`src/rtl/apu_pkg.sv`:
```
// Shared constants and types for the UART-to-APU register writer.
// Byte-format field positions and the receiver state encoding live here.
`timescale 1ns/1ps
package apu_pkg;

  localparam int APU_REG_COUNT = 16;
  localparam int ADDR_W        = $clog2(APU_REG_COUNT);

  // Address byte layout: 1 00 iiii d  (mark, kind, register index, data bit 7)
  localparam int ADDR_MARK_BIT = 7;
  localparam int ADDR_KIND_MSB = 6;
  localparam int ADDR_KIND_LSB = 5;
  localparam int ADDR_IDX_MSB  = 4;
  localparam int ADDR_IDX_LSB  = 1;
  localparam int ADDR_D7_BIT   = 0;

  typedef enum logic [2:0] {
    IDLE,
    START,
    DATA,
    STOP,
    WAIT_IDLE
  } rx_state_t;

endpackage

```
`src/rtl/uart_rx.sv`:
```
// 8N1 UART receiver: two-flop synchronizer, mid-bit sampling timer and RX FSM.
// byte_valid and frame_err are single-cycle combinational strobes from the STOP state.
`timescale 1ns/1ps
module uart_rx
  import apu_pkg::*;
#(
  parameter int CLK_HZ = 1789773,
  parameter int BAUD   = 9600
) (
  input  logic       clk,
  input  logic       rst,
  input  logic       rx,
  output logic [7:0] byte_data,
  output logic       byte_valid,
  output logic       frame_err
);

  localparam int BIT_CYCLES = (CLK_HZ + BAUD / 2) / BAUD;
  localparam int CW         = $clog2(BIT_CYCLES + 1);
  localparam logic [CW-1:0] FULL_LOAD = CW'(BIT_CYCLES);
  localparam logic [CW-1:0] HALF_LOAD = CW'(BIT_CYCLES / 2);

  logic            sync1_reg;
  logic            rxs_reg;
  rx_state_t       state_reg, state_next;
  logic [CW-1:0]   cnt_reg, cnt_next;
  logic [2:0]      bit_reg, bit_next;
  logic [7:0]      shift_reg, shift_next;
  logic            expire;

  always_ff @(posedge clk) begin
    if (rst) begin
      sync1_reg <= 1'b1;
      rxs_reg   <= 1'b1;
    end else begin
      sync1_reg <= rx;
      rxs_reg   <= sync1_reg;
    end
  end

  always_ff @(posedge clk) begin
    if (rst) begin
      state_reg <= IDLE;
      cnt_reg   <= '0;
      bit_reg   <= '0;
      shift_reg <= '0;
    end else begin
      state_reg <= state_next;
      cnt_reg   <= cnt_next;
      bit_reg   <= bit_next;
      shift_reg <= shift_next;
    end
  end

  // A load of N makes the sample point land exactly N cycles later.
  assign expire = (cnt_reg == CW'(1));

  always_comb begin
    state_next = state_reg;
    cnt_next   = (cnt_reg != '0) ? cnt_reg - CW'(1) : cnt_reg;
    bit_next   = bit_reg;
    shift_next = shift_reg;
    byte_valid = 1'b0;
    frame_err  = 1'b0;
    case (state_reg)
      IDLE: begin
        if (!rxs_reg) begin
          cnt_next   = HALF_LOAD;
          state_next = START;
        end
      end
      START: begin
        if (expire) begin
          if (rxs_reg) begin
            state_next = IDLE;
          end else begin
            cnt_next   = FULL_LOAD;
            bit_next   = 3'd0;
            state_next = DATA;
          end
        end
      end
      DATA: begin
        if (expire) begin
          shift_next = {rxs_reg, shift_reg[7:1]};
          cnt_next   = FULL_LOAD;
          bit_next   = bit_reg + 3'd1;
          if (bit_reg == 3'd7) state_next = STOP;
        end
      end
      STOP: begin
        if (expire) begin
          if (rxs_reg) begin
            byte_valid = 1'b1;
            state_next = IDLE;
          end else begin
            frame_err  = 1'b1;
            state_next = WAIT_IDLE;
          end
        end
      end
      WAIT_IDLE: begin
        if (rxs_reg) state_next = IDLE;
      end
      default: state_next = IDLE;
    endcase
  end

  assign byte_data = shift_reg;

endmodule

```
`src/rtl/uart_apu_reg_writer.sv`:
```
// Pairs a data byte (MSB 0) with a following address byte (MSB 1, kind 00)
// received over UART into one write strobe for the 16 APU registers.
`timescale 1ns/1ps
module uart_apu_reg_writer
  import apu_pkg::*;
#(
  parameter int CLK_HZ = 1789773,
  parameter int BAUD   = 9600
) (
  input  logic              clk,
  input  logic              rst,
  input  logic              rx,
  output logic              reg_we,
  output logic [ADDR_W-1:0] reg_addr,
  output logic [7:0]        reg_data,
  output logic              frame_err,
  output logic              seq_err
);

  logic [7:0] byte_data;
  logic       byte_valid;
  logic       rx_frame_err;
  logic       pend_reg;
  logic [6:0] pend_data_reg;

  uart_rx #(
    .CLK_HZ (CLK_HZ),
    .BAUD   (BAUD)
  ) u_rx (
    .clk        (clk),
    .rst        (rst),
    .rx         (rx),
    .byte_data  (byte_data),
    .byte_valid (byte_valid),
    .frame_err  (rx_frame_err)
  );

  always_ff @(posedge clk) begin
    if (rst) begin
      reg_we        <= 1'b0;
      reg_addr      <= '0;
      reg_data      <= '0;
      frame_err     <= 1'b0;
      seq_err       <= 1'b0;
      pend_reg      <= 1'b0;
      pend_data_reg <= '0;
    end else begin
      reg_we    <= 1'b0;
      seq_err   <= 1'b0;
      frame_err <= rx_frame_err;
      if (rx_frame_err) begin
        pend_reg <= 1'b0;
      end else if (byte_valid) begin
        if (!byte_data[ADDR_MARK_BIT]) begin
          pend_data_reg <= byte_data[6:0];
          pend_reg      <= 1'b1;
        end else if (byte_data[ADDR_KIND_MSB:ADDR_KIND_LSB] == 2'b00) begin
          if (pend_reg) begin
            reg_we   <= 1'b1;
            reg_addr <= byte_data[ADDR_IDX_MSB:ADDR_IDX_LSB];
            reg_data <= {byte_data[ADDR_D7_BIT], pend_data_reg};
            pend_reg <= 1'b0;
          end else begin
            seq_err <= 1'b1;
          end
        end else begin
          // Unknown marked byte: drop it and forget any half-built write.
          pend_reg <= 1'b0;
        end
      end
    end
  end

endmodule

```
`config.mk`:
```
export PLATFORM = sky130hd
export DESIGN_NAME = uart_apu_reg_writer
export DESIGN_NICKNAME = d
export VERILOG_FILES = /design/src/rtl/apu_pkg.sv /design/src/rtl/uart_rx.sv /design/src/rtl/uart_apu_reg_writer.sv
export SDC_FILE = /design/constraint.sdc
export NUM_CORES = 1
export LEC_CHECK = 0
export CAP_MARGIN = 20
export CELL_PAD_IN_SITES_DETAIL_PLACEMENT = 0
export CELL_PAD_IN_SITES_GLOBAL_PLACEMENT = 1
export CORE_MARGIN = 5
export CORE_UTILIZATION = 35
export DETAILED_ROUTE_END_ITERATION = 6
export PLACE_DENSITY = 0.66
export SYNTH_ARGS = -nofsm -noshare
export SYNTH_HDL_FRONTEND = slang
export SYNTH_SLANG_ARGS = --single-unit
```
`constraint.sdc`:
```
create_clock -name clk -period 4.1 [get_ports clk]
set_clock_uncertainty 0.2 [all_clocks]
set_input_delay 0.82 -clock clk [delete_from_list [all_inputs] [get_ports clk]]
set_output_delay 0.82 -clock clk [all_outputs]
set_load 0.1 [all_outputs]
```
==> run_1/layers.png <==
Drawn at 6 px/um. Two of the layers only.
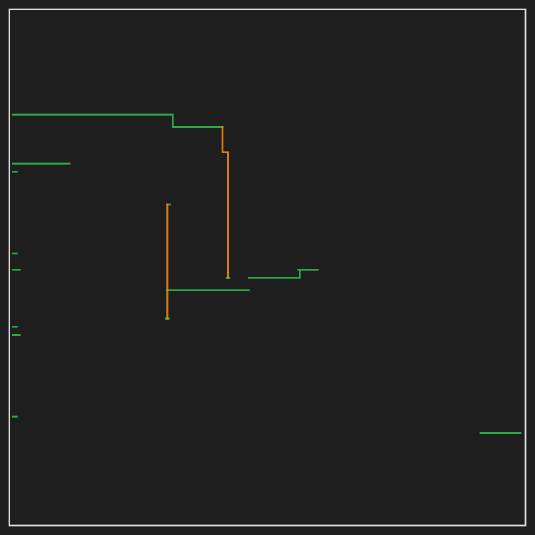
Green marks M3, wire length 85.3 um. Orange marks M4, wire length 45.1 um.

==> run_1/m2.png <==
Drawn at 4 px/um.
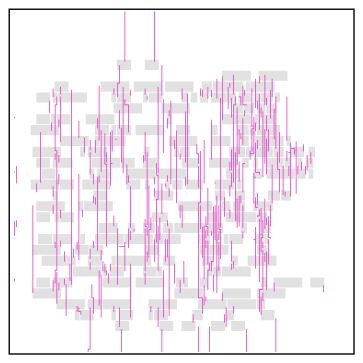
The longest straight run is 48.6 um. 181 nets have wire on it. The layer carries 1730 um of wire. The wires run mostly vertical. The layer holds 48% of the routed length.
final wirelength: 3.64 mm
routed vias: 1401
met2 usage: 0.179

==> run_1/port_trees.png <==
Drawn at 4 px/um.
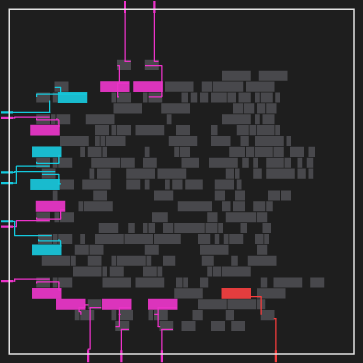
Red marks reg_we, direction output, edge bottom, end cells 1, buffers 1, wire 16.0 um. Magenta marks reg_data, direction output, edge 3 bottom, 3 left, 2 top, end cells 8, buffers 8, wire 164 um. Cyan marks reg_addr, direction output, edge left, end cells 4, buffers 4, wire 89.5 um.

==> run_1/clock_nets.png <==
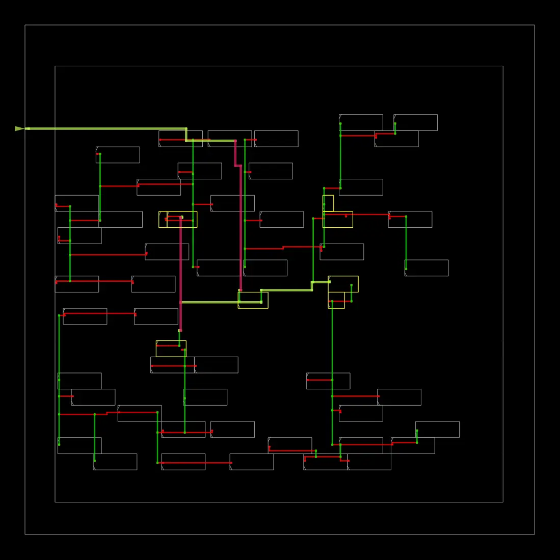
clk_buf instances: 6
flop count: 47
Num CTS Buffers: 5
Clk Latency, worst-skew pair: 0.29 ns

==> impl_metrics.ini, run 1 <==
; generated from flow reports
[clock_tree]
clock_path_buffers = 2
cts_setup_buffers = 0
htree_levels = 2
ctsHoldBuffers = 0
cts_resized = 0
path_clk_slew_ns = 0.09
clkSinkCount = 47
cts-root-buf = clkbuf_8
cts_tree = done

[finish]
antenna_cells = 0
seq_area_um2 = 941
fill_cells = 570
comb_area_um2 = 997
syn2layout_area_growth_pct = 15.2
drive_gt1_frac = 0.0888

[synthesis]
synth_cell_type_count = 43
synth.yosys.chip_area_um2 = 2010
synthesis.instances = 198
top_area_frac = 0.468
ys_seq_frac = 0.468
mappedNetlistArea_um2 = 2010
ys_cells = 198
flop_cell = dfxtp_1
synth_async_sr_flop_share = 0
syn_area_per_cell_um2 = 10.2
top_area_cell = dfxtp_1
ys.warnings.count = 0
fp_nets = 206
synthTopCellsByArea = dfxtp_1, mux2i_1, nand2_1
edf_count = 0

[final_timing]
setup_viol = 0
timing.fmax_mhz = 358
rsz0062_at_grt = false
finalSetupTns_ns = 0
period_needed_ns = 2.79
fin_hold_ws_ns = 0.211
finalClockPeriodUsage = 0.682
finalHoldViolCount = 0
drv_slew = 0
tightest_slew_ns = 0.972

[place]
place_congestion = 0.785
dp_hpwl_mm = 2.46
port-buffer-count = 17

[routing]
post-route-drc-count = 0
drt_iter0_drc = 75
antenna_left = 0
wire_per_inst_um = 12.7
via_per_inst = 4.90

[setup_path]
critPathTopFamily = buffers and inverters
critical_path_buf_inv_count = 1
max_stage_delay_ns = 1.14
crit_arrival_ns = 1.77
r2r-start = u_rx.cnt_reg[1]
crit_slowest_cell = clkdlybuf4s50_1
startpoint = reg_addr[2]
required_ns = 3.08
critPathKind = reg2out
path_cells = clkdlybuf4s50_1

[flow_run]
tool_warnings = 28
drv_cap = 0

[grt]
grt_pass1_vias = 1378
grt_max_degree = 34
grt_pass1_wl_mm = 6.46
gr-total-overflow = 0
antenna_found_initial = 0

[pwr]
max-vdd-ir-drop_mv = 0.228
powerDensity_nw_per_um2 = 488

[floorplan]
die_x_um = 85.8
fp_util = 0.363
chipArea_um2 = 7360
fp.coreArea_um2 = 5540
num_io_pins = 18

[worst_hold_path]
hold_path_class = reg2reg
min_from = u_rx.sync1_reg

[run_status]
status = finished clean
==> run 1: area by class of cell <==
type | instances | share of cell area
multi-input cells | 135 | 0.430
flip-flops and latches | 47 | 0.406
repair buffers | 19 | 0.0799
well taps | 72 | 0.0389
clock buffers | 6 | 0.0313
inverters | 5 | 0.00810
clock inverters | 2 | 0.00540
==> run 1: metrics by stage <==
stage	worst slack [ns]	instance area (um2)	utilization	total power, uW	cells
global placement	1.25	2230	0.403	886	278
CTS	1.29	2320	0.418	1150	286
floorplan	1.92	2010	-	815	198
detailed placement	1.21	2230	0.403	877	278
global route	1.25	2320	0.418	1210	286
finish	1.31	2320	0.418	1130	286
==> run 1: layout by cell type (no fill, tap or decap), drive strengths merged, types with 3 or more instances in the layout <==
master,n
dfxtp,47
mux2i,29
nand2,22
nor2,19
clkdlybuf4s50,17
clkbuf,6
a21oi,5
ha,5
nor3b,5
nor4,5
inv,4
o21ai,4
o22ai,4
nor3,3
a31oi,3
or4,3
==> run 1: routing by layer <==
layer	track usage	part of all wire	wire length (um)
met1	0.138	0.49	1770
met2	0.179	0.48	1730
met3	0.0269	0.023	85
met4	0.0388	0.012	45
met5	0	0	0
==> run 1: final timing paths <==
kind / cells after the start / slack, ns / endpoint
max: 1 / 1.31 / reg_addr[2]
min: 1 / 0.21 / u_rx.rxs_reg
max reg2reg: 6 / 1.58 / u_rx.byte_data[7]
min reg2reg: 1 / 0.21 / u_rx.rxs_reg
==> run 1: Yosys cell counts (2+ instances only) <==
cell / number
dfxtp_1: 47
mux2i_1: 29
nand2_1: 22
nor2_1: 19
clkbuf_1: 8
a21oi_1: 5
ha_1: 5
inv_1: 4
nor3b_1: 4
o21ai_0: 4
o22ai_1: 4
a31oi_1: 3
nor3_1: 3
nor4_1: 3
a211oi_1: 2
a22oi_1: 2
nand3_1: 2
nor2b_1: 2
nor4_4: 2
or2_2: 2
or4_1: 2
xnor2_1: 2
xor2_1: 2
==> run 1: power breakdown <==
| part | leakage [uW] | internal, uW | switching [uW] |
|---|---|---|---|
| Combinational | 0.000370 | 144 | 174 |
| Clock | 0.0000412 | 119 | 147 |
| Sequential | 0.000381 | 492 | 54.7 |
| Total | 0.000792 | 755 | 376 |
==> run 1: logic make-up (layout without fill, tap and decap cells) <==
family                   after synthesis  in the layout  synth area share
AND-OR/OR-AND                         26             26            0.0840
flip-flops                            47             47             0.468
multiplexers                          30             30             0.150
AND/OR/NAND/NOR                       70             70             0.213
buffers and inverters                 16             32            0.0361
adder cells (fa/ha/maj)                5              5            0.0311
XOR/XNOR                               4              4            0.0174
==> run_1/closeup.png <==
Window x 54 to 74, y 54 to 74 um. Cells in gray, sequential cells in the stronger gray; small squares are vias.
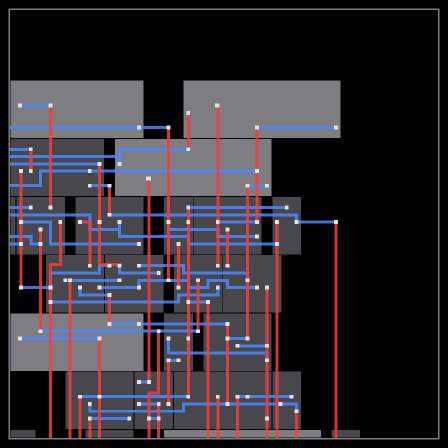

==> run 2, diff against run 1 <==
--- a/config.mk
+++ b/config.mk
@@ -11,7 +11,7 @@
 export CORE_MARGIN = 5
 export CORE_UTILIZATION = 35
 export DETAILED_ROUTE_END_ITERATION = 6
-export PLACE_DENSITY = 0.66
+export PLACE_DENSITY = 0.69
 export SYNTH_ARGS = -nofsm -noshare
 export SYNTH_HDL_FRONTEND = slang
 export SYNTH_SLANG_ARGS = --single-unit
==> constraint.sdc (replaced) <==
create_clock -name clk -period 2.4 [get_ports clk]
set_clock_uncertainty 0.2 [all_clocks]
set_input_delay 0.48 -clock clk [delete_from_list [all_inputs] [get_ports clk]]
set_output_delay 0.48 -clock clk [all_outputs]
set_load 0.1 [all_outputs]
==> run_2/closeup.png <==
Window x 54 to 74, y 54 to 74 um. Cells in gray, sequential cells in the stronger gray; small squares are vias.
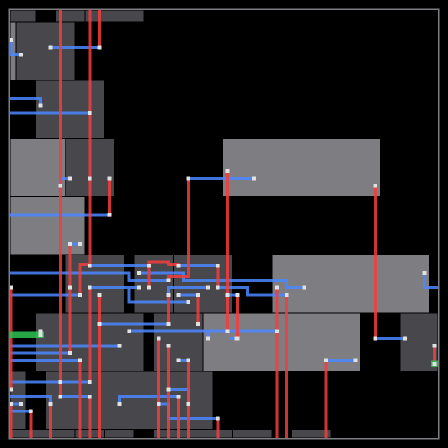
Red marks M2. Green marks M3. Blue marks M1.
Sequential cells in the window: 3. 14 logic cells have their middle in the window. Most frequent: dfxtp_1 (3), buf_4 (3).

==> run 2 against run 1 <==
  * Setup slack worse by 1.2 ns
  * Wire length rose by 10%
  * Sequential power is 71% higher
  * Critical path depth is 5 higher
  * Die size unchanged
  * Total power increased by 79%
  * Area after synthesis stayed put
  * Highest routed layer unchanged
==> impl_metrics.ini, run 2 <==
; generated from flow reports
[place]
port-buffer-count = 17
place_congestion = 0.775
dp_hpwl_mm = 2.76

[floorplan]
fp_util = 0.363
fp.coreArea_um2 = 5540
chipArea_um2 = 7360
num_io_pins = 18
die_x_um = 85.8

[synthesis]
synthTopCellsByArea = dfxtp_1, mux2i_1, nand2_1
ys.warnings.count = 0
synth_async_sr_flop_share = 0
ys_seq_frac = 0.468
ys_sh_mux = 0.150
ys_cells = 198
yosys.cell_count.top_type = dfxtp_1
logic_family = simple AND/OR/NAND/NOR gates
synthesis.instances = 198
synth_cell_type_count = 43
mappedNetlistArea_um2 = 2010
ys_sh_adder = 0.0311
aoi_share = 0.0840
synthTopCellsByCount = dfxtp_1, mux2i_1, nand2_1, nor2_1, clkbuf_1
flop_cell = dfxtp_1
ys_sh_xor = 0.0174
fp_nets = 206
top_area_frac = 0.468
edf_count = 0
synth.yosys.chip_area_um2 = 2010

[routing]
drt_iter0_drc = 56
antenna_left = 0
wire_per_inst_um = 13.6
vias = 1466
wl_mm = 4.01
post-route-drc-count = 0

[setup_path]
critPathKind = reg2reg
r2r_cells = 6
crit_arrival_ns = 2.26
endpoint = reg_addr[3]
path_cells = ha_1 > or3b_2 > nor4_4 > buf_12 > mux2i_1 > nor2_1
crit_slowest_cell = or3b_2
max_stage_delay_ns = 0.52
startpoint = u_rx.cnt_reg[0]
worstReg2RegEnd = reg_addr[3]
regToRegSetupSlack_ns = 0.15

[pwr]
fin_total_pwr_uw = 2030
powerDensity_nw_per_um2 = 852

[flow_run]
drv_cap = 0
tool_warnings = 28

[grt]
grt_pass1_vias = 1448
grt_pass1_wl_mm = 6.88
gr-total-overflow = 0
antenna_found_initial = 0

[clock_tree]
ctsHoldBuffers = 0
cts-root-buf = clkbuf_8
htree_levels = 2
clock_path_buffers = 2
cts_setup_buffers = 0
cts_resized = 0
cts_tree = done
path_clk_slew_ns = 0.10
cts_buffers = 5
clkSinkCount = 47

[finish]
drive_gt1_frac = 0.197
layout_top_cell = dfxtp_1
antenna_cells = 0
syn2layout_area_growth_pct = 18.3
lay_top_cells = dfxtp_1, mux2i_1, buf_4

[final_timing]
finalHoldViolCount = 0
rsz0062_at_grt = false
tightest_slew_ns = 0.553
fin_hold_ws_ns = 0.217
drv_slew = 0
timing.fmax_mhz = 444
finalClockPeriodUsage = 0.938
setup_viol = 0
period_needed_ns = 2.25
finalSetupTns_ns = 0

[run_status]
status = finished clean

[worst_hold_path]
hold_path_class = reg2reg
-- run 2: cell counts after synthesis --
Identical to the previous run, type by type.
-- run 2: logic make-up (layout without fill, tap and decap cells) --
group	count (synthesis)	in the layout
AND-OR/OR-AND	26	26
XOR/XNOR	4	4
adder cells (fa/ha/maj)	5	5
buffers and inverters	16	41
flip-flops	47	47
multiplexers	30	30
AND/OR/NAND/NOR	70	70
-- run 2: layout make-up --
type	count	area (um2)
clock buffer	5	68.8
clock inverter	3	22.5
fill	561	3160
inverter	5	18.8
multi-input combinational	135	997
sequential	47	941
tap	72	90.1
timing repair buffer	28	240
-- run 2: worst min-delay path by stage --
stage,slack (ns),cells past startpoint,endpoint,from
final,0.22,1,u_rx.rxs_reg,u_rx.sync1_reg
after global routing,0.23,1,u_rx.rxs_reg,u_rx.sync1_reg
after CTS,0.22,1,u_rx.rxs_reg,u_rx.sync1_reg
after detailed placement,0.19,1,u_rx.rxs_reg,u_rx.sync1_reg
after global placement,0.19,1,u_rx.rxs_reg,u_rx.sync1_reg
after floorplan,0.19,1,u_rx.rxs_reg,u_rx.sync1_reg
-- run 2: worst max-delay path: cells and delay by family (launching register included) --
family / cells / cell delay, ns
mux: 1 / 0.21
simple gates: 3 / 0.90
fa+ha+maj: 1 / 0.20
flops: 1 / 0.44
buf+inv: 1 / 0.20
-- run 2: stage by stage --
stage                     utilization  std cells  setup WS (ns)  instance area (um2)
after global routing            0.429        295         0.0214                 2380
final                           0.429        295          0.150                 2380
after detailed placement        0.413        287          0.178                 2290
after global placement          0.413        287          0.196                 2290
after floorplan                     -        198          0.216                 2010
after CTS                       0.429        295          0.146                 2380
-- run 2: power by group --
part           leakage [uW]  total (uW)  internal, uW  switching [uW]
registers          0.000381         936           840            95.6
logic              0.000453         593           280             313
clock network     0.0000489         497           211             286
-- run 2: routing by layer --
layer  vias to the layer above  part of all wire  GRT usage
met1                       693              0.50      0.150
met4                         0            0.0060     0.0403
met5                         -                 0          0
li1                        750                 -          -
met2                        19              0.46      0.185
met3                         4             0.034     0.0365
==> run_2/clock_nets.png <==
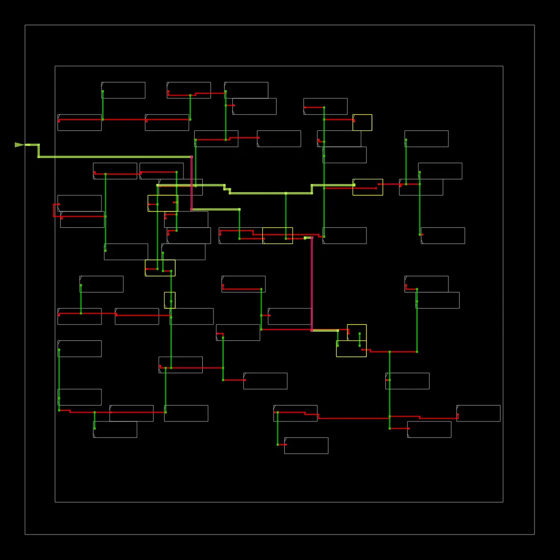

==> run 3, diff against run 2 <==
--- a/config.mk
+++ b/config.mk
@@ -15,3 +15,4 @@
 export SYNTH_ARGS = -nofsm -noshare
 export SYNTH_HDL_FRONTEND = slang
 export SYNTH_SLANG_ARGS = --single-unit
+export TNS_END_PERCENT = 50
==> constraint.sdc (replaced) <==
create_clock -name clk -period 2.4 [get_ports clk]
set_clock_uncertainty 0.2 [all_clocks]
set_input_delay 0.36 -clock clk [delete_from_list [all_inputs] [get_ports clk]]
set_output_delay 0.36 -clock clk [all_outputs]
set_load 0.1 [all_outputs]
==> run_3/clock_nets.png <==
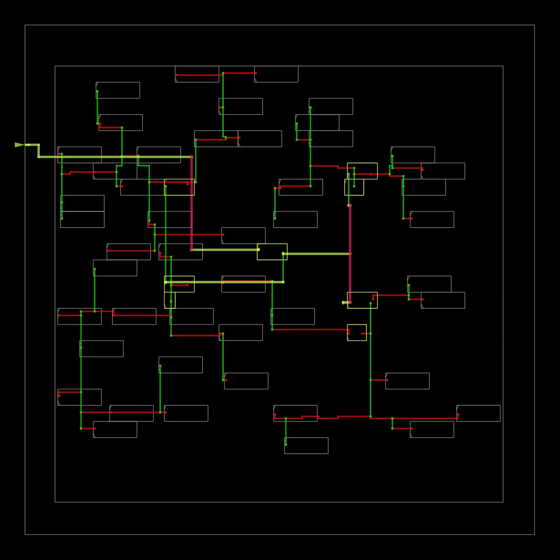
Sink Count: 47
Clk Latency, worst-skew pair: 0.30 ns
clk_buf instances: 5

==> run 3 against run 2 <==
  * Via count hardly changed
  * Clock-buffer cell count is the same
  * Register-to-register slack about the same
  * Cell count did not move
  * Setup slack worse by 0.0018 ns
  * First-iteration DRC count decreased by 25%
  * Wire length decreased by 2.9%
  * Sequential share of layout area increased by 0.21 points
  * Critical path depth unchanged
==> impl_metrics.ini, run 3 <==
; generated from flow reports
[run_status]
status = finished clean

[synthesis]
fp_nets = 206
ys_sh_adder = 0.0311
ys_sh_mux = 0.150
synth.yosys.chip_area_um2 = 2010
synth_cell_type_count = 43
flop_cell = dfxtp_1
logic_family = simple AND/OR/NAND/NOR gates
synthesis.instances = 198
ys_cells = 198
mappedNetlistArea_um2 = 2010
synth_async_sr_flop_share = 0
synthTopCellsByCount = dfxtp_1, mux2i_1, nand2_1, nor2_1, clkbuf_1
synthTopCellsByArea = dfxtp_1, mux2i_1, nand2_1
edf_count = 0
top_area_frac = 0.468
ys.warnings.count = 0
aoi_share = 0.0840

[place]
dp_hpwl_mm = 2.69
place_congestion = 0.773
port-buffer-count = 17

[clock_tree]
path_clk_slew_ns = 0.09
ctsHoldBuffers = 0
cts-root-buf = clkbuf_8
cts_resized = 0
htree_levels = 2
cts_tree = done
cts_buffers = 5
cts_setup_buffers = 0

[final_timing]
fin_hold_ws_ns = 0.215
period_needed_ns = 2.25
timing.fmax_mhz = 444
finalClockPeriodUsage = 0.938
finalSetupTns_ns = 0
tightest_slew_ns = 0.537
setup_viol = 0
finalHoldViolCount = 0

[floorplan]
fp.coreArea_um2 = 5540
fp_util = 0.363
chipArea_um2 = 7360

[grt]
met1_usage = 0.143
gr-total-overflow = 0
met3_usage = 0.0288
grt_pass1_vias = 1444
busiest_layer = met2
grt_pass1_wl_mm = 6.69

[setup_path]
worstReg2RegEnd = reg_addr[3]
regToRegSetupSlack_ns = 0.15
critPathKind = reg2reg
critPathTopFamily = simple AND/OR/NAND/NOR gates
crit_arrival_ns = 2.24
path_cells = ha_1 > or3b_2 > nor4_4 > buf_12 > mux2i_1 > nor2_1
max_stage_delay_ns = 0.52

[routing]
wl_mm = 3.89
drt-pass1-iter-count = 4
antenna_left = 0
vias = 1467
wire_per_inst_um = 13.2

[pwr]
powerDensity_nw_per_um2 = 851

[worst_hold_path]
whs_path_depth = 1
hold_path_class = reg2reg

[finish]
lay_top_cells = dfxtp_1, mux2i_1, buf_4
antenna_cells = 0
layout_top_cell = dfxtp_1

[flow_run]
tool_warnings = 28
==> run 3: cell types whose count changed in the layout (fill, tap and decap cells not counted) <==
| cell | delta |
|---|---|
| buf_4 | +1 |
| buf_12 | -1 |
==> run 3: report_power, final <==
| part | internal (uW) | switching (uW) | leakage [uW] |
|---|---|---|---|
| combinational | 278 | 309 | 0.000449 |
| clock | 211 | 282 | 0.0000489 |
| sequential | 840 | 93.5 | 0.000381 |
| total | 1330 | 684 | 0.000878 |
==> run 3: metal layers <==
metal / up-vias / part of all wire / wire length, um
met3: 5 / 0.032 / 125
met1: 685 / 0.50 / 1940
met5: - / 0 / 0
met2: 23 / 0.46 / 1800
met4: 0 / 0.0080 / 31
li1: 754 / - / -
==> run 3: area by class of cell <==
type / instances / area (um2)
fill: 578 / 3170
sequential: 47 / 941
multi-input combinational: 135 / 997
tap: 72 / 90.1
clock inverter: 3 / 22.5
inverter: 5 / 18.8
clock buffer: 5 / 68.8
timing repair buffer: 28 / 228
==> run 3: metrics by stage <==
step                      instances  worst slack (ns)  power, uW  cell area, um2   util
final                           295             0.148       2010            2370  0.427
after global routing            295           0.00851       2150            2370  0.427
after CTS                       295             0.140       2040            2370  0.427
after detailed placement        287             0.167       1540            2270  0.411
after global placement          287             0.181       1540            2270  0.411
after floorplan                 198             0.216       1390            2010      -
==> run 3: kinds of logic (layout without fill, tap and decap cells) <==
family	Yosys count	after routing
AOI/OAI and AO/OA	26	26
xor gates and xnor gates	4	4
adders and majority gates	5	5
buffers and inverters	16	41
DFF	47	47
muxes	30	30
and+or+nand+nor	70	70
==> run 3: worst max path at each step <==
stage | from | depth (start not counted) | endpoint | slack (ns)
4_1_cts | u_rx.cnt_reg[1] | 7 | reg_data[2] | 0.14
3_3_place_gp | u_rx.cnt_reg[0] | 6 | reg_data[0] | 0.18
3_5_place_dp | u_rx.cnt_reg[1] | 7 | reg_data[2] | 0.17
6_report | u_rx.cnt_reg[0] | 6 | reg_addr[3] | 0.15
5_1_grt | u_rx.cnt_reg[1] | 6 | u_rx.state_reg[0] | 0.009
2_1_floorplan | u_rx.cnt_reg[0] | 6 | reg_addr[1] | 0.22
Power and IR drop assume default switching activity.
